**I/O nets highlighted**

Scale: 3 px per um.
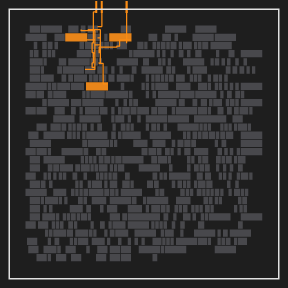
**Gate families picked out**

Scale: 6 px per um.
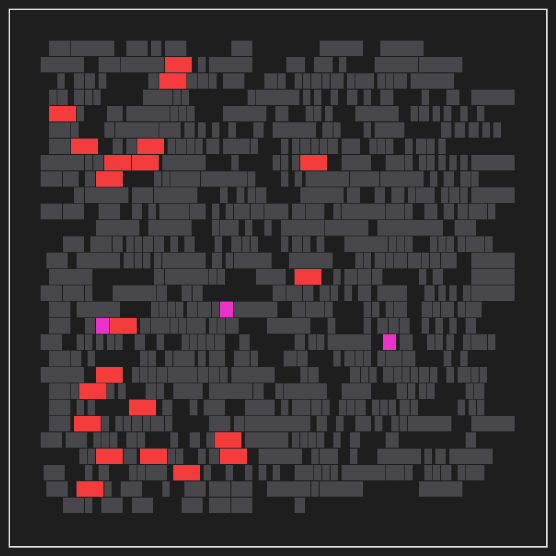
**Pin placement**

Scale: 6 px per um. Pins as bars across the die edge, other pins in gray.
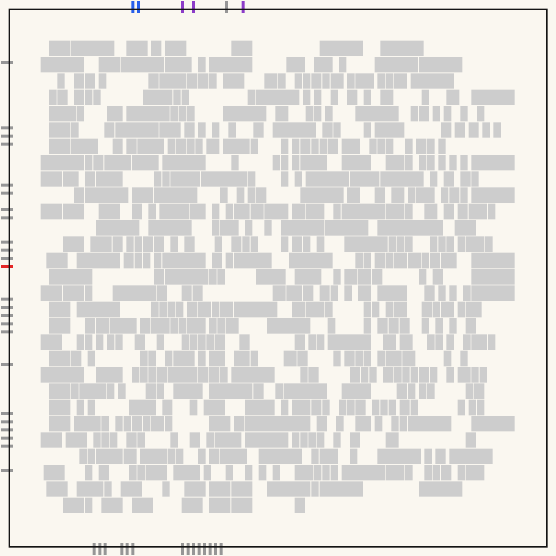
**Sizing map**

Scale: 6 px per um.
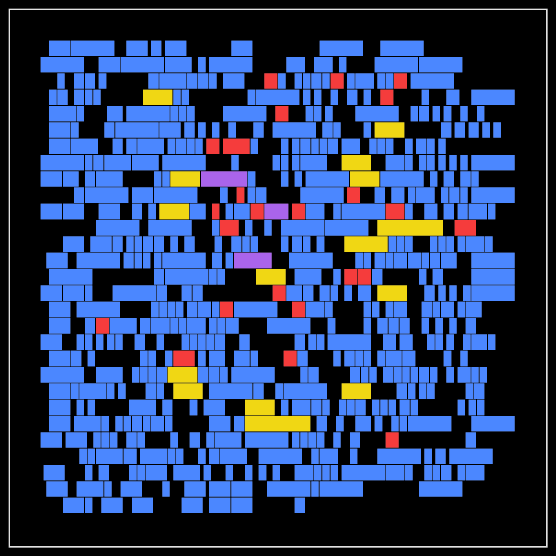
[src/rtl/match_controller_pkg.sv]
// match_controller_pkg: phase and winner encodings shared by the match controller files.
package match_controller_pkg;
    localparam int HEALTH_W = 9;

    typedef enum logic [2:0] {
        PH_IDLE       = 3'd0,
        PH_INTRO      = 3'd1,
        PH_FIGHT      = 3'd2,
        PH_ROUND_END  = 3'd3,
        PH_MATCH_OVER = 3'd4
    } phase_t;

    typedef enum logic [1:0] {
        W_NONE = 2'd0,
        W_P1   = 2'd1,
        W_P2   = 2'd2,
        W_DRAW = 2'd3
    } winner_t;

    function automatic winner_t leader(input logic [HEALTH_W-1:0] a, input logic [HEALTH_W-1:0] b,
                                       input winner_t tie);
        return a > b ? W_P1 : a < b ? W_P2 : tie;
    endfunction
endpackage

[src/rtl/match_controller_sec_timer.sv]
// match_controller_sec_timer: game-second divider plus a seconds counter that restarts on clear.
module match_controller_sec_timer #(
    parameter int TICKS_PER_SEC = 100000000,
    parameter int SEC_W = 7
) (
    input  logic clk,
    input  logic reset,
    input  logic clear,
    input  logic enable,
    output logic sec_tick,
    output logic [SEC_W-1:0] sec_cnt
);
    localparam int TICK_W = $clog2(TICKS_PER_SEC + 1);

    logic [TICK_W-1:0] tick_cnt;

    assign sec_tick = enable && tick_cnt == TICK_W'(TICKS_PER_SEC - 1);

    always_ff @(posedge clk)
        if (reset || clear) tick_cnt <= '0;
        else if (enable) tick_cnt <= sec_tick ? '0 : tick_cnt + TICK_W'(1);

    always_ff @(posedge clk)
        if (reset || clear) sec_cnt <= '0;
        else if (sec_tick) sec_cnt <= sec_cnt + SEC_W'(1);
endmodule

[src/rtl/match_controller.sv]
// match_controller: round/match sequencer with best-of-N scoring.
// Define SUDDEN_DEATH_EN to keep an equal-health timeout in FIGHT until health differs.
module match_controller
    import match_controller_pkg::*;
#(
    parameter int TICKS_PER_SEC = 100000000,
    parameter int INTRO_SECS    = 3,
    parameter int ROUND_SECS    = 60,
    parameter int KO_HOLD_SECS  = 2,
    parameter int WINS_TO_MATCH = 2,
    parameter int MAX_ROUNDS    = 5
) (
    input  logic                clk,
    input  logic                reset,
    input  logic                start,
    input  logic [HEALTH_W-1:0] health_1,
    input  logic [HEALTH_W-1:0] health_2,
    output logic                health_rst,
    output logic                fight_en,
    output logic [2:0]          phase,
    output logic [2:0]          round_num,
    output logic [1:0]          wins_1,
    output logic [1:0]          wins_2,
    output logic [6:0]          time_left,
    output logic [1:0]          round_winner,
    output logic [1:0]          match_winner
);
`ifdef SUDDEN_DEATH_EN
    localparam winner_t TIMEOUT_TIE = W_NONE;
`else
    localparam winner_t TIMEOUT_TIE = W_DRAW;
`endif

    phase_t state, state_next;
    winner_t result;
    logic start_prev, start_rise, sec_tick, phase_done, fight_exit, match_end;
    logic new_match, next_round, enter_intro, enter_over;
    logic [6:0] sec_cnt, hold_secs;

    match_controller_sec_timer #(.TICKS_PER_SEC(TICKS_PER_SEC), .SEC_W(7)) timer (
        .clk      (clk),
        .reset    (reset),
        .clear    (state_next != state),
        .enable   (state inside {PH_INTRO, PH_FIGHT, PH_ROUND_END}),
        .sec_tick (sec_tick),
        .sec_cnt  (sec_cnt)
    );

    assign phase    = state;
    assign fight_en = state == PH_FIGHT;

    always_comb begin
        start_rise  = start && !start_prev;
        hold_secs   = state == PH_INTRO ? 7'(INTRO_SECS) : 7'(KO_HOLD_SECS);
        phase_done  = sec_tick && sec_cnt == hold_secs - 7'd1;
        result      = health_1 == '0 && health_2 == '0 ? W_DRAW
                    : health_2 == '0 ? W_P1
                    : health_1 == '0 ? W_P2
                    : time_left == '0 ? leader(health_1, health_2, TIMEOUT_TIE) : W_NONE;
        fight_exit  = state == PH_FIGHT && result != W_NONE;
        match_end   = wins_1 == 2'(WINS_TO_MATCH) || wins_2 == 2'(WINS_TO_MATCH) || round_num == 3'(MAX_ROUNDS);
        new_match   = (state == PH_IDLE || state == PH_MATCH_OVER) && start_rise;
        next_round  = state == PH_ROUND_END && phase_done && !match_end;
        enter_over  = state == PH_ROUND_END && phase_done && match_end;
        enter_intro = new_match || next_round;
        state_next  = enter_intro ? PH_INTRO
                    : state == PH_INTRO && phase_done ? PH_FIGHT
                    : fight_exit ? PH_ROUND_END
                    : enter_over ? PH_MATCH_OVER : state;
    end

    always_ff @(posedge clk) state <= reset ? PH_IDLE : state_next;

    always_ff @(posedge clk) start_prev <= reset ? 1'b0 : start;

    // Refill pulse on reset and on every INTRO entry; health is ignored in INTRO to absorb it.
    always_ff @(posedge clk) health_rst <= reset || enter_intro;

    always_ff @(posedge clk)
        if (reset) round_num <= '0;
        else if (new_match) round_num <= 3'd1;
        else if (next_round) round_num <= round_num + 3'd1;

    always_ff @(posedge clk)
        if (reset || new_match) begin
            wins_1 <= '0;
            wins_2 <= '0;
        end else if (fight_exit) begin
            if (result == W_P1 && wins_1 != 2'd3) wins_1 <= wins_1 + 2'd1;
            if (result == W_P2 && wins_2 != 2'd3) wins_2 <= wins_2 + 2'd1;
        end

    always_ff @(posedge clk)
        if (reset) time_left <= '0;
        else if (enter_intro) time_left <= 7'(ROUND_SECS);
        else if (state == PH_FIGHT && sec_tick && time_left != '0) time_left <= time_left - 7'd1;

    always_ff @(posedge clk)
        if (reset || enter_intro) round_winner <= W_NONE;
        else if (fight_exit) round_winner <= result;

    always_ff @(posedge clk)
        if (reset || new_match) match_winner <= W_NONE;
        else if (enter_over) match_winner <= leader(HEALTH_W'(wins_1), HEALTH_W'(wins_2), W_DRAW);
endmodule

[config.mk]
export PLATFORM = sky130hd
export DESIGN_NAME = match_controller
export DESIGN_NICKNAME = d
export VERILOG_FILES = /design/src/rtl/match_controller_pkg.sv /design/src/rtl/match_controller_sec_timer.sv /design/src/rtl/match_controller.sv
export SDC_FILE = /design/constraint.sdc
export NUM_CORES = 1
export LEC_CHECK = 0
export ABC_AREA = 1
export ABC_CLOCK_PERIOD_IN_PS = 4460
export CAP_MARGIN = 20
export CORE_MARGIN = 5
export CORE_UTILIZATION = 55
export CTS_CLUSTER_SIZE = 16
export DETAILED_ROUTE_END_ITERATION = 8
export GPL_ROUTABILITY_DRIVEN = 0
export HOLD_SLACK_MARGIN = 0.12
export PLACE_DENSITY_LB_ADDON = 0.05
export SETUP_SLACK_MARGIN = 0.5
export SYNTH_ARGS = -nofsm -noshare
export SYNTH_HDL_FRONTEND = slang
export SYNTH_SLANG_ARGS = --single-unit
[constraint.sdc]
create_clock -name clk -period 4.46 [get_ports clk]
set_clock_uncertainty 0.1 [all_clocks]
set_input_delay 0.892 -clock clk [delete_from_list [all_inputs] [get_ports clk]]
set_output_delay 0.892 -clock clk [all_outputs]
set_load 0.01 [all_outputs]
==> results.toml <==
# flow metrics
[run_status]
outcome = "complete, no violations"

[grt]
met2_usage = 0.370
grt.total_usage = 0.212

[timing]
maxSlewViolCount = 0
tns_ns = 0
whs_ns = 0.371

[detailed_routing]
wl_met1_mm = 3.65
top_layer_used = "met4"
num_vias = 3274

[synth]
synth_chip_area_um2 = 3460
area_leaders = "dfxtp_1 33%, nand2_1 11%, inv_1 8.9%, nor2_1 8.1%, ha_1 7.6%"
synth-edff-count = 0
synthCells = 509

[critical_path]
required_ns = 4.61
arrival_ns = 3.35
crit_type = "primary input to flip-flop"
cp-start-kind = "primary input"

[run]
warnings = 30
cap_violations = 0

[cts]
cts_buffers = 9
cts_tree = "yes"
cts_sinks = 57
clock_tree.root_cell = "clkbuf_8"

[power]
totalPowerFinal_mw = 1.20
-- 'I/O nets highlighted' (at the start) --
- round_num: orange (bits 3; direction output; end cells 3; wire 107 um)
I/O Pins: 44
Port Buffers: 43

-- 'gate families picked out' (at the start) --
- AND and OR gates: magenta (cells 3; most used or2_2)
- adder and majority cells: red (cells 21; most used ha_1)
Comb area share: 0.470
Post-Layout Cell Count: 637
most common cell after layout, fill and taps aside: nand2_1

-- 'pin placement' (at the start) --
- round_num: purple (pins 3; direction output; edge north)
- match_winner: blue (pins 2; direction output; edge north)
- fight_en: red (pins 1; direction output; edge west)

-- 'sizing map' (at the start) --
- _6 and larger: yellow (cells 15; most used clkbuf_8)
- _0 and _1 cells: blue (cells 518; most used nand2_1)
- _2 cells: red (cells 24; most used nor2_2)
- _3 and _4 cells: purple (cells 3)

[area by class of cell]
cell class | instances | area (um^2)
Clock buffer | 13 | 169
Sequential cell | 57 | 1140
Tap cell | 77 | 96.3
Inverter | 84 | 315
Fill cell | 564 | 2070
Timing Repair Buffer | 43 | 430
Multi-Input combinational cell | 361 | 1960
Clock inverter | 2 | 60.1
[path summary, 6_finish.rpt]
kind / from / to / slack (ns) / depth (start not counted)
worst max-delay path: health_2[8] / timer.tick_cnt[5] / 1.26 / 17
worst max register to register: phase[0] / time_left[5] / 1.84 / 12
worst min register to register: round_winner[0] / round_winner[0] / 0.37 / 2
worst min-delay path: round_winner[0] / round_winner[0] / 0.37 / 2
[worst max-delay path, stage by stage]
cell,delay [ns]
clkdlybuf4s50_1,0.45
inv_1,0.05
ha_1,0.29
nand2_1,0.07
nor2_1,0.17
nand3_1,0.09
nand3_1,0.11
nand2_1,0.06
nand2_1,0.05
nand2_1,0.07
nand2_1,0.12
nand3_1,0.08
nand2_1,0.11
nand2_1,0.06
nand2_1,0.09
nand3_4,0.36
nor2_1,0.21
[logic make-up (layout without fill, tap and decap cells)]
| kind of cell | Yosys count | after routing | synth area share |
|---|---|---|---|
| AND/OR/NAND/NOR | 272 | 272 | 0.362 |
| buffers and inverters | 91 | 142 | 0.105 |
| flip-flops | 57 | 57 | 0.329 |
| AND-OR/OR-AND | 52 | 52 | 0.0867 |
| adder cells (fa/ha/maj) | 21 | 21 | 0.0759 |
| XOR/XNOR | 16 | 16 | 0.0405 |
[power by group]
group,total [mW],internal (mW),switching (mW)
logic,0.117,0.0500,0.0673
clock network,0.560,0.358,0.203
registers,0.524,0.516,0.00772
